===== config.mk =====
export PLATFORM = sky130hd
export DESIGN_NAME = ysyx_23060136_ifu_bht
export DESIGN_NICKNAME = d
export VERILOG_FILES = /design/src/rtl/ysyx_23060136_bht_pkg.sv /design/src/rtl/ysyx_23060136_bht_sat_ctr.sv /design/src/rtl/ysyx_23060136_ifu_bht.sv
export SDC_FILE = /design/constraint.sdc
export NUM_CORES = 1
export LEC_CHECK = 0
export CAP_MARGIN = 20
export CORE_AREA = 8 8 144 146
export DETAILED_ROUTE_END_ITERATION = 8
export DIE_AREA = 0 0 152 154
export PLACE_DENSITY = 0.77
export SLEW_MARGIN = 40
export SYNTH_ARGS = -nofsm -noshare
export SYNTH_HDL_FRONTEND = slang
export SYNTH_SLANG_ARGS = --single-unit

===== constraint.sdc =====
create_clock -name clk -period 4.5 [get_ports clk]
set_input_delay 0.9 -clock clk [delete_from_list [all_inputs] [get_ports clk]]
set_output_delay 0.9 -clock clk [all_outputs]
set_load 0.05 [all_outputs]

===== src/rtl/ysyx_23060136_bht_pkg.sv =====
// ysyx_23060136_bht_pkg: shared types and constants for the branch history table.
`ifndef ysyx_23060136_BITS_W
`define ysyx_23060136_BITS_W 32
`endif

package ysyx_23060136_bht_pkg;
  typedef logic [1:0] bht_ctr_t;
  typedef enum logic {SWEEP, READY} bht_state_e;
  localparam bht_ctr_t BHT_CTR_INIT = 2'b01;
  localparam bht_ctr_t BHT_CTR_MAX = 2'b11;
endpackage


===== src/rtl/ysyx_23060136_bht_sat_ctr.sv =====
// ysyx_23060136_bht_sat_ctr: 2-bit saturating counter next-state function.
module ysyx_23060136_bht_sat_ctr
  import ysyx_23060136_bht_pkg::*;
(
  input  logic [1:0] ctr,
  input  logic       taken,
  output logic [1:0] ctr_nxt
);
  always_comb
    ctr_nxt = taken ? (ctr == BHT_CTR_MAX ? ctr : ctr + 2'd1)
                    : (ctr == 2'b00 ? ctr : ctr - 2'd1);
endmodule


===== src/rtl/ysyx_23060136_ifu_bht.sv =====
// ysyx_23060136_ifu_bht: 2-bit BHT with reset sweep, forwarding update pipeline and perf counters.
// Define YSYX_23060136_BHT_BYPASS_EN to forward the pending write into the prediction path.
module ysyx_23060136_ifu_bht
  import ysyx_23060136_bht_pkg::*;
#(
  parameter int BHT_IDX_W = 6,
  parameter int BITS_W = `ysyx_23060136_BITS_W
) (
  input  logic              clk,
  input  logic              rst_n,
  input  logic [BITS_W-1:0] IFU_pc,
  output logic              BHT_ready,
  output logic              BHT_pre_take,
  input  logic [BITS_W-1:0] BHT_pc,
  input  logic              BHT_pre_true,
  input  logic              BHT_pre_false,
  input  logic              EXU_pre_take,
  output logic [BITS_W-1:0] BHT_cnt_true,
  output logic [BITS_W-1:0] BHT_cnt_false
);
  localparam int ENTRIES = 1 << BHT_IDX_W;
  localparam logic [BHT_IDX_W-1:0] IDX_LAST = '1;

  bht_state_e state;
  bht_ctr_t tbl [ENTRIES];
  bht_ctr_t pend_ctr, src_ctr, nxt_ctr, look_ctr;
  logic [BHT_IDX_W-1:0] init_idx, pend_idx, upd_idx, look_idx;
  logic pend_vld, ready, upd_vld, taken;
  logic unused_pc_bits;

  assign unused_pc_bits = ^{IFU_pc[BITS_W-1:BHT_IDX_W+2], IFU_pc[1:0],
                            BHT_pc[BITS_W-1:BHT_IDX_W+2], BHT_pc[1:0]};

  assign ready = state == READY;
  assign BHT_ready = ready;
  assign upd_idx = BHT_pc[BHT_IDX_W+1:2];
  assign look_idx = IFU_pc[BHT_IDX_W+1:2];
  assign upd_vld = ready & (BHT_pre_true ^ BHT_pre_false);
  assign taken = EXU_pre_take ^ BHT_pre_false;
  // Forward the not-yet-written counter so back-to-back updates accumulate.
  assign src_ctr = (pend_vld && pend_idx == upd_idx) ? pend_ctr : tbl[upd_idx];
`ifdef YSYX_23060136_BHT_BYPASS_EN
  assign look_ctr = (pend_vld && pend_idx == look_idx) ? pend_ctr : tbl[look_idx];
`else
  assign look_ctr = tbl[look_idx];
`endif
  assign BHT_pre_take = ready & look_ctr[1];

  ysyx_23060136_bht_sat_ctr u_sat_ctr (
    .ctr     (src_ctr),
    .taken   (taken),
    .ctr_nxt (nxt_ctr)
  );

  always_ff @(posedge clk or negedge rst_n)
    if (!rst_n) begin
      state <= SWEEP;
      init_idx <= '0;
      pend_vld <= 1'b0;
      pend_idx <= '0;
      pend_ctr <= BHT_CTR_INIT;
      BHT_cnt_true <= '0;
      BHT_cnt_false <= '0;
    end else begin
      if (state == SWEEP) begin
        init_idx <= init_idx + 1'b1;
        if (init_idx == IDX_LAST) state <= READY;
      end
      pend_vld <= upd_vld;
      pend_idx <= upd_idx;
      pend_ctr <= nxt_ctr;
      if (upd_vld && BHT_pre_true && ~&BHT_cnt_true) BHT_cnt_true <= BHT_cnt_true + 1'b1;
      if (upd_vld && BHT_pre_false && ~&BHT_cnt_false) BHT_cnt_false <= BHT_cnt_false + 1'b1;
    end

  // Table has no reset: the sweep owns initialisation, pending writes only occur in READY.
  always_ff @(posedge clk)
    if (state == SWEEP) tbl[init_idx] <= BHT_CTR_INIT;
    else if (pend_vld) tbl[pend_idx] <= pend_ctr;
endmodule


### Metal layers overlaid, run 1

Scale bar: 50 um.
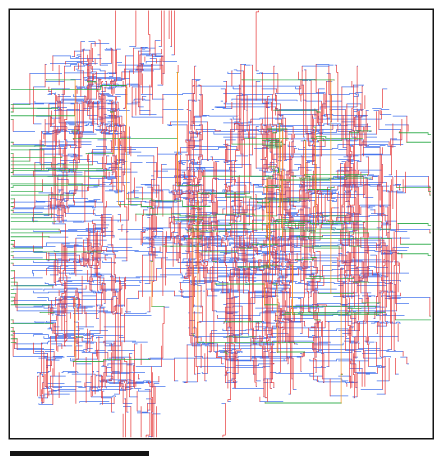
legend:
  blue:
    layer: metal 1
    wire_length: 9,150 um
  green:
    layer: metal 3
    wire_length: 1,870 um
  red:
    layer: metal 2
    wire_length: 10,700 um
  orange:
    layer: metal 4
    wire_length: 602 um
Total GRT Usage: 18.8%
Routed WL per cell: 21.5 um
Final Routed Wirelength: 22,300 um

### I/O nets highlighted, run 1

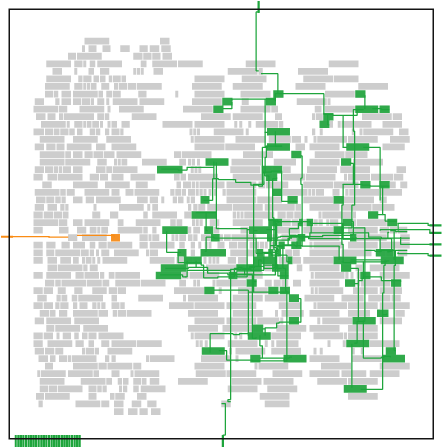
legend:
  orange:
    port: EXU_pre_take
    bits: 1
    direction: input
    edge: west
    end_cells: 1
    buffers: 1
    wire: 34.7 um
  green:
    port: BHT_pc
    bits: 32
    direction: input
    edge: 27 south, 4 east, 1 north
    end_cells: 89
    buffers: 11
    wire: 1,780 um
IO Port Bufs: 82
I/O pins: 135

==> ci_impl_report.md, run 1 <==
## PnR job results

| Metric | Value |
|---|---|
| Main area contributors | edfxtp_1, dfrtp_1, mux4_2, xnor2_1, mux2i_1 |
| Critical Setup Path Class | input pin to primary output |
| Count leader, synth | edfxtp_1 |
| Top post-synthesis cells by count | edfxtp_1, dfrtp_1, nor2_1 |
| P per Cell Area | 344 mW/mm^2 |
| Vias in the first global route | 6,573 |
| Hold WC Path Type | input pin to asynchronous set/reset pin |
| Post-route insts no fill | 1,041 |
| Final setup viols | 0 |
| DRT antenna net count | 0 |
| Peak VDD IR | 0.251 mV |
| Total grt overflow | 0 |
| Max clock buf depth | 3 |
| Total of max-cap violations | 0 |
| P&R area growth vs syn | 19.1% |
| YS warnings | 0 |
| Worst slew pin tran | about 0.80 ns |
| Commonest flop | edfxtp_1 |
| Rows | 50 |
| Nets | 864 |
| Area leader, netlist | edfxtp_1 |
| Antenna cells | 0 |
| CTS H-tree depth | 1 |
| #FFs+latches synth | roughly 210 |
| FF+latch area | a little under 0.006 mm^2 |
| 1st-iter DRT viols | 498 |
| Clock-pin slew on the worst setup and hold paths | 0.06 ns |
| Hpwl dp | 15,400 um |
| Worst Setup End Kind | primary output |
| Yosys cell count | 699 |
| RSZ-0062 raised after global routing | false |
| Mapped Area | roughly 0.0096 mm^2 |
| OpenROAD warning count | 78 |
| Slew Limit Fails | 0 |
| Vias | 6,255 |
| First-pass GRT wire length | 35,400 um |
| Late-Pin Clk Latency | 0.50 ns |
| Post-CTS Setup Bufs | 0 |
| CP Launch Type | input pin |
| Flip-flops with a built-in enable | 128 |
| Outcome | finished clean |
| Post-Synthesis Cells | around 700 |
| Vias/cell | 6.01 |
| CTS tree | done |
| TNS Setup | 0 ns |
| Worst Path Required | ~3.6 ns |
| Maximum clock frequency | 229 MHz |
| Syn_nets | 771 |
| Logic area | 0.00358 mm^2 |
| Die area | ~0.023 mm^2 |
| FFs w/ async S/R, synth | 38.5% |
| Syn_area_per_cell | 13.7 um^2 |
| Total leakage power | 3.81 nW |
| Post-cts gate resize count | 0 |
| Util after Layout | 61.8% |
| Worst hold slack | 0.436 ns |
| Max Clock Skew | around 0.0086 ns |
| Hold buffer count at cts | 0 |
| Final Critical Period | about 4.4 ns |
| CTS Buf Count | 22 |
| Fraction of layout cells with a size suffix above 1 | a little under an eighth |
| Dpl ws | between 0.1 and 0.15 ns |
| Synth Seq Share | 61.1% |
| Pwr Total | 3.92 mW |
| Clk sinks | 208 |
| CP Max Fanout | 16 |
| DRT Pass-1 Iters | 5 |
| PnR worst setup slack | 0.129 ns |
| Post-Place Cells | about 1k |
| Root buf cell | clkbuf_16 |
| Endpoints failing hold | 0 |
| DRC | 0 |
| Finished Cell Area | 0.0114 mm^2 |
| Flop2flop setup slack | 1.92 ns |
| Synth unique cells | 54 |
| FP Core Util | between 50 and 60% |
| Max-slew headroom | 46.4% |
| Yosys stat area | 0.00957 mm^2 |
### Placement view, run 1

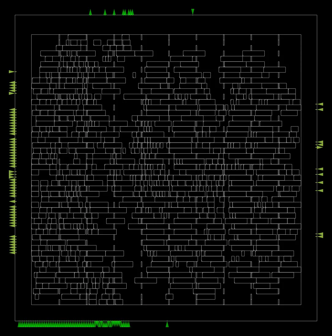
fill count: 1,370
core area: 0.0185 mm^2
n_taps: 234

### I/O pins on the die edge, run 1

Pins as bars across the die edge, other pins in grey.
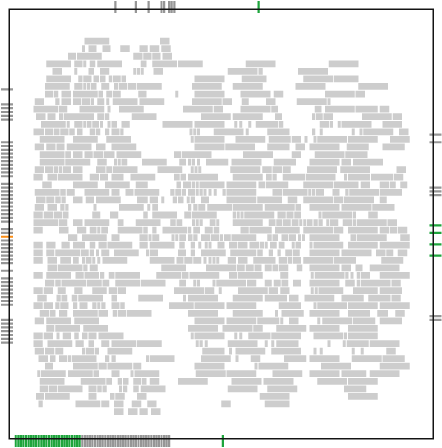
legend:
  green:
    port: BHT_pc
    pins: 32
    direction: input
    edge: 27 south, 4 east, 1 north
  orange:
    port: EXU_pre_take
    pins: 1
    direction: input
    edge: west
Die Wd: 152 um
Die H: 154 um

-- run 1: path summary, 6_finish.rpt --
check                            startpoint  cells after the start               end
setup / recovery                  IFU_pc[2]                      7      BHT_pre_take
hold / removal                        rst_n                      1  BHT_cnt_true[16]
setup reg to reg                  BHT_ready                      5        tbl[39][1]
hold reg to reg            BHT_cnt_true[23]                      1  BHT_cnt_true[23]
max in group asynchronous             rst_n                      1   BHT_cnt_true[3]
min in group clk           BHT_cnt_true[23]                      1  BHT_cnt_true[23]
-- run 1: routing by layer --
metal	track usage, %	vias to the layer above	routed length, um
li1	-	2818	-
met1	23.4	3121	9150
met2	31.5	272	10700
met3	5.04	44	1870
met4	5.90	0	601
met5	0	-	0
-- run 1: area by class of cell --
| cell class | count | share of cell area [%] |
|---|---|---|
| Clock buffer | 27 | 5.18 |
| Inverter | 6 | 0.197 |
| Sequential cell | 208 | 51.3 |
| Multi-Input combinational cell | 457 | 31.4 |
| Timing Repair Buffer | 97 | 8.35 |
| Clock inverter | 12 | 1.02 |
| Tap cell | 234 | 2.57 |
-- run 1: critical path, cell delays in order --
cell             delay, ns
clkdlybuf4s50_1       0.51
buf_12                0.19
mux4_2                0.52
mux4_2                0.52
mux4_2                0.46
and2_1                0.16
buf_4                 0.18
-- run 1: sequential cells by signal, indices dropped and copies added, names as in the netlist --
signal and count:
BHT_cnt_false 32, pend_vld 1, tbl 128, pend_ctr 2
init_idx 6, pend_idx 6, BHT_cnt_true 32, BHT_ready 1
-- run 1: power by group --
part | internal [mW] | switching, mW
clock | 1.05 | 0.722
combinational | 0.0565 | 0.0747
sequential | 2.02 | 0.00593
total | 3.12 | 0.802
-- run 1: layout by cell type, fill, tap and decap left out, types with 3 or more instances in the layout --
| master | count |
|---|---|
| a211oi_1 | 3 |
| a21oi_1 | 6 |
| a22o_1 | 6 |
| a22oi_1 | 8 |
| and2_1 | 7 |
| and3_1 | 11 |
| and4_1 | 9 |
| buf_4 | 14 |
| clkbuf_1 | 4 |
| clkbuf_16 | 23 |
| clkdlybuf4s50_1 | 79 |
| clkinv_1 | 5 |
| dfrtp_1 | 79 |
| edfxtp_1 | 128 |
| ha_1 | 3 |
| inv_1 | 6 |
| mux2_2 | 4 |
| mux2i_1 | 37 |
| mux4_2 | 37 |
| nand2_1 | 49 |
| nand2b_1 | 3 |
| nand3_1 | 36 |
| nand3b_1 | 6 |
| nand4_1 | 20 |
| nor2_1 | 78 |
| nor2b_1 | 4 |
| nor3_1 | 5 |
| nor4_1 | 7 |
| o21a_1 | 3 |
| o21ai_0 | 8 |
| o31ai_1 | 3 |
| or3_1 | 3 |
| xnor2_1 | 62 |
| xor2_1 | 13 |
-- run 1: cell families (layout without fill, tap and decap cells) --
kind of cell,after synthesis,count (layout),synth area share (%)
fa+ha+maj,5,5,0.601
compound gates,55,55,4.22
xor+xnor,75,75,6.86
buf+inv,34,142,1.65
flops,208,208,61.1
simple gates,244,244,12.6
mux,78,78,13.0
## Run 2: what changed since run 1
- CORE_AREA: 8 8 144 146 -> 8 8 155 157
- DIE_AREA: 0 0 152 154 -> 0 0 163 165
- PLACE_DENSITY: 0.77 -> 0.67
### I/O pins on the die edge, run 2

Pins as bars across the die edge, other pins in grey.
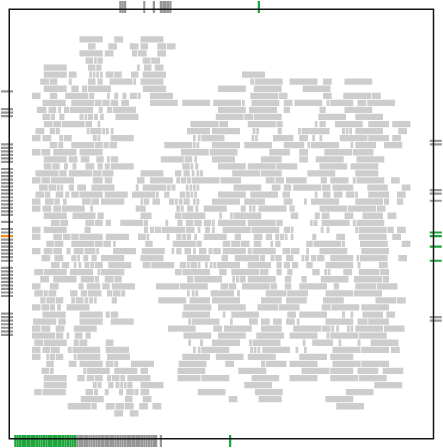
legend:
  orange:
    port: EXU_pre_take
    pins: 1
    direction: input
    edge: west
  green:
    port: BHT_pc
    pins: 32
    direction: input
    edge: 27 south, 4 east, 1 north
all pins by edge: 62 south, 51 west, 11 north, 11 east
Die Wd: 163 um
Die H: 165 um

### Placement view, run 2

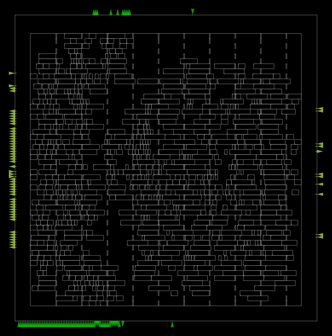
Seq area share: 50.8%
n_taps: 280

==> ci_impl_report.md, run 2 <==
## PnR job results

| Metric | Value |
|---|---|
| Total of max-cap violations | 0 (unchanged) |
| Syn_nets | 771 (unchanged) |
| Top flop regs | tbl (128), BHT_cnt_false (32), BHT_cnt_true (32) |
| OpenROAD warning count | 78 (unchanged) |
| CTS tree | done |
| First-pass GRT wire length | 36,500 um (+3.1%) |
| Hold WC Path Type | input pin to asynchronous set/reset pin |
| Worst slew pin tran | 0.734 ns (-0.0655 ns) |
| Top post-synthesis cells by count | edfxtp_1, dfrtp_1, nor2_1 |
| CTS Buf Count | 22 (unchanged) |
| Mapped Area | 0.00957 mm^2 (unchanged) |
| 1st-iter DRT viols | 436 (-12%) |
| Antenna cells | 0 (unchanged) |
| Outcome | finished clean |
| I/O pins | 135 (unchanged) |
| Final setup viols | 0 (unchanged) |
| Count leader, synth | edfxtp_1 |
| Endpoints failing hold | 0 (unchanged) |
| DRT Pass-1 Iters | 7 (+2) |
| Flip-flop count of the largest register after layout | 128 (unchanged) |
| Total grt overflow | 0 (unchanged) |
| Hpwl dp | 15,500 um (+0.39%) |
| Total GRT Usage | 17.1% (-1.7 points) |
| Yosys stat area | 0.00957 mm^2 (unchanged) |
| Total leakage power | 3.83 nW (+0.72%) |
| Gate power share | 3.2% (about the same) |
| Crit path buf inv count | 3 (unchanged) |
| CP Launch Type | input pin |
| Clock share of power | 47.4% (+2.3 points) |
| Top cell excl fill/tap | edfxtp_1 |
| Post-Synthesis Cells | 699 (unchanged) |
| Final Critical Period | 4.37 ns (-0.000668 ns) |
| Commonest non-fill, non-tap cells in the layout | edfxtp_1, dfrtp_1, clkdlybuf4s50_1, nor2_1, xnor2_1 |
| Clock-pin slew on the worst setup and hold paths | 0.06 ns (about the same) |
| Flip-flops with a built-in enable | 128 (unchanged) |
| Commonest flop | edfxtp_1 |
| Net Sw Power | 0.808 mW (+0.73%) |
| RSZ-0062 raised after global routing | false |
| Synth Seq Share | 61.1% (unchanged) |
| Routed WL per cell | 20.8 um (-3.2%) |
| Max Clock Skew | 0.00940 ns (+0.000748 ns) |
| IO Port Bufs | 82 (unchanged) |
| DRC | 0 (unchanged) |
### Clock network drawn from the DEF, run 2

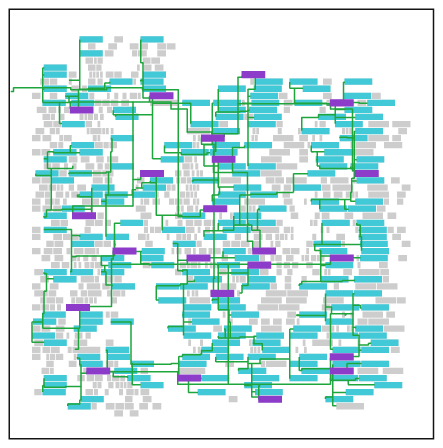
legend:
  green:
    item: clock wires
    length: 2,570 um
  cyan:
    item: flip-flops
    count: 208
  purple:
    item: clock drivers
    count: 22
flops lie: spread over the die
routed clock nets: 23

-- run 2: cell counts after synthesis --
Identical to the previous run, type by type.
-- run 2: through the flow --
step	utilization (%)	worst slack [ns]	std cells	power (mW)	hold WS (ns)
finish	53.6	0.129	1084	4.09	0.414
global route	53.6	0.0649	1084	4.22	0.494
CTS	53.6	0.109	1084	4.13	0.452
detailed placement	50.0	0.107	1045	2.19	0.486
global placement	50.0	0.132	1045	2.19	0.479
floorplan	-	0.527	699	2.13	0.482
-- run 2: cells by family after synthesis --
logic type | Yosys count | synth area share [%]
xor gates and xnor gates | 75 | 6.86
AOI/OAI and AO/OA | 55 | 4.22
adders and majority gates | 5 | 0.601
and+or+nand+nor | 244 | 12.6
DFF | 208 | 61.1
muxes | 78 | 13.0
buffers and inverters | 34 | 1.65
-- run 2: power groups by stage --
| stage | clock, mW | combinational [mW] | sequential [mW] |
|---|---|---|---|
| after floorplan | 0 | 0.0751 | 2.06 |
| after global placement | 0 | 0.129 | 2.06 |
| after detailed placement | 0 | 0.132 | 2.06 |
| after CTS | 1.98 | 0.133 | 2.02 |
| after global routing | 2.05 | 0.142 | 2.02 |
| final | 1.94 | 0.131 | 2.02 |
-- run 2: path summary, 6_finish.rpt --
check | start | end | slack [ns] | cells past startpoint
worst min-delay path | rst_n | BHT_cnt_true[15] | 0.41 | 1
worst min register to register | BHT_cnt_false[10] | BHT_cnt_false[10] | 0.49 | 1
min in group clk | BHT_cnt_false[10] | BHT_cnt_false[10] | 0.49 | 1
worst max register to register | BHT_ready | tbl[43][0] | 1.88 | 5
max in group asynchronous | rst_n | BHT_cnt_false[18] | 3.56 | 1
worst max-delay path | IFU_pc[2] | BHT_pre_take | 0.13 | 7
-- run 2: area by class of cell --
cell class / count / area [um^2]
Clock buffer: 27 / 591
Clock inverter: 12 / 179
Fill cell: 1784 / 9970
Inverter: 6 / 22.5
Multi-Input combinational cell: 457 / 3590
Sequential cell: 208 / 5850
Tap cell: 280 / 350
Timing Repair Buffer: 94 / 942
-- run 2: metal layers --
layer	track usage [%]	routed length, um	vias to the layer above
met5	0	0	-
met4	4.34	469	0
met3	4.16	1970	32
met2	27.6	10500	259
met1	22.9	9610	3085
li1	-	-	2823
## Run 3: what changed since run 2
- CTS_BUF_LIST: not set -> sky130_fd_sc_hd__clkbuf_8 sky130_fd_sc_hd__clkbuf_16
### I/O pins on the die edge, run 3

Pins as bars across the die edge, other pins in grey.
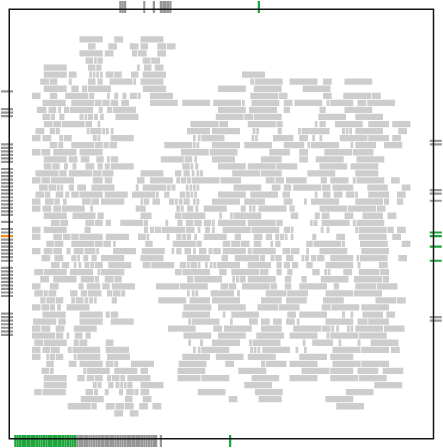
legend:
  green:
    port: BHT_pc
    pins: 32
    direction: input
    edge: 27 south, 4 east, 1 north
  orange:
    port: EXU_pre_take
    pins: 1
    direction: input
    edge: west

### Clock network drawn from the DEF, run 3

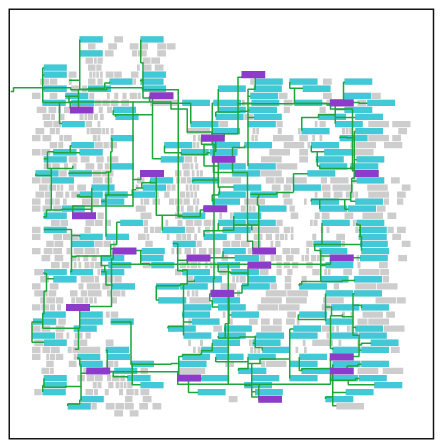
legend:
  green:
    item: clock wires
    length: 2,560 um
  purple:
    item: clock drivers
    count: 22
  cyan:
    item: flip-flops
    count: 208
routed clock nets: 23
Clk. pwr: 1.93 mW
Late-Pin Clk Latency: 0.51 ns

==> ci_impl_report.md, run 3 <==
## PnR job results

| Metric | Value |
|---|---|
| Outcome | finished clean |
| Antenna cells | 0 (unchanged) |
| First-pass GRT wire length | 36,500 um (unchanged) |
| Crit path buf inv count | 3 (unchanged) |
| OpenROAD warning count | 78 (unchanged) |
| Commonest flop | edfxtp_1 |
| Post-Synthesis Cells | 699 (unchanged) |
| CP Launch Point | IFU_pc[2] |
| Total GRT Usage | 17.1% (unchanged) |
| R2R depth | 5 (unchanged) |
| Mapped Area | 0.00957 mm^2 (unchanged) |
| Total grt overflow | 0 (unchanged) |
| Syn_nets | 771 (unchanged) |
| Count leader, synth | edfxtp_1 |
| Logic area | 0.00359 mm^2 (unchanged) |
| Hpwl dp | 15,500 um (unchanged) |
| Die H | 165 um (unchanged) |
| Flip-flop count of the largest register after layout | 128 (unchanged) |
| Hold WC Path Type | input pin to asynchronous set/reset pin |
| CTS tree | done |
| Top post-synthesis cells by count | edfxtp_1, dfrtp_1, nor2_1 |
| Top flop regs | tbl (128), BHT_cnt_false (32), BHT_cnt_true (32) |
| Fill count | 1,784 (unchanged) |
| IO Port Bufs | 82 (unchanged) |
| Worst R2R Start | BHT_ready |
| DRT Pass-1 Iters | 8 (+1) |
| Endpoints failing hold | 0 (unchanged) |
| Die Wd | 163 um (unchanged) |
| Commonest non-fill, non-tap cells in the layout | edfxtp_1, dfrtp_1, clkdlybuf4s50_1, nor2_1, xnor2_1 |
| Yosys stat area | 0.00957 mm^2 (unchanged) |
| Synth Seq Share | 61.1% (unchanged) |
| RSZ-0062 raised after global routing | false |
| Levels on crit path | 7 (unchanged) |
| DRC | 0 (unchanged) |
| CP Launch Type | input pin |
| Total of max-cap violations | 0 (unchanged) |
| Worst slew pin tran | 0.733 ns (-0.000776 ns) |
| CTS Buf Count | 22 (unchanged) |
### I/O nets highlighted, run 3

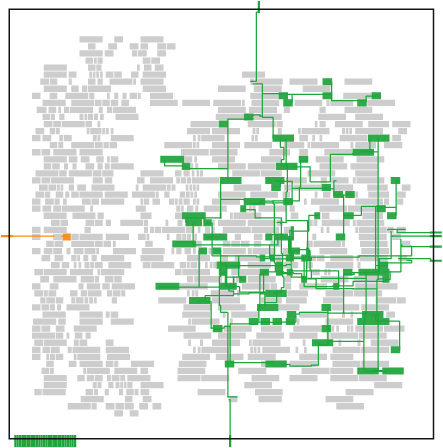
legend:
  green:
    port: BHT_pc
    bits: 32
    direction: input
    edge: 27 south, 4 east, 1 north
    end_cells: 89
    buffers: 9
    wire: 1,820 um
  orange:
    port: EXU_pre_take
    bits: 1
    direction: input
    edge: west
    end_cells: 1
    buffers: 1
    wire: 17.9 um

run 3: cell counts after synthesis:
Identical to the previous run, type by type.
run 3: worst paths after layout:
check / to / slack, ns
max in group asynchronous: BHT_cnt_false[18] / 3.56
worst min-delay path: BHT_cnt_true[15] / 0.41
worst max register to register: tbl[43][0] / 1.88
worst min register to register: BHT_cnt_false[10] / 0.49
min in group clk: BHT_cnt_false[10] / 0.49
worst max-delay path: BHT_pre_take / 0.13
run 3: metal layers:
metal / wire [um] / track usage (%)
met5: 0 / 0
met3: 1980 / 4.16
met2: 10400 / 27.6
met4: 473 / 4.34
met1: 9620 / 22.9
run 3: area by class of cell:
type | count | area share (%)
flip-flops and latches | 208 | 50.8
multi-input cells | 457 | 31.2
repair buffers | 94 | 8.18
clock buffers | 23 | 5.00
well taps | 280 | 3.04
clock inverters | 16 | 1.68
inverters | 6 | 0.196
run 3: where the power goes:
group          internal (mW)  leakage, nW  total (mW)  switching, mW
combinational         0.0561         1.48       0.131         0.0752
clock                   1.20        0.391        1.93          0.726
sequential              2.02         1.98        2.02        0.00592
total                   3.28         3.85        4.08          0.807
run 3: kinds of logic after synthesis:
| kind of cell | share of synthesized area, % |
|---|---|
| and+or+nand+nor | 12.6 |
| DFF | 61.1 |
| muxes | 13.0 |
| xor gates and xnor gates | 6.86 |
| AOI/OAI and AO/OA | 4.22 |
| buffers and inverters | 1.65 |
| adders and majority gates | 0.601 |
run 3: metrics by stage:
step / worst slack (ns) / hold WS (ns) / utilization [%] / std cells / total power [mW]
6_report: 0.129 / 0.414 / 53.6 / 1084 / 4.08
5_1_grt: 0.0649 / 0.494 / 53.6 / 1084 / 4.21
4_1_cts: 0.109 / 0.452 / 53.6 / 1084 / 4.13
3_5_place_dp: 0.107 / 0.486 / 50.0 / 1045 / 2.19
3_3_place_gp: 0.132 / 0.479 / 50.0 / 1045 / 2.19
2_1_floorplan: 0.527 / 0.482 / - / 699 / 2.13
No activity file was given, so power comes from the tool's default toggle rates.
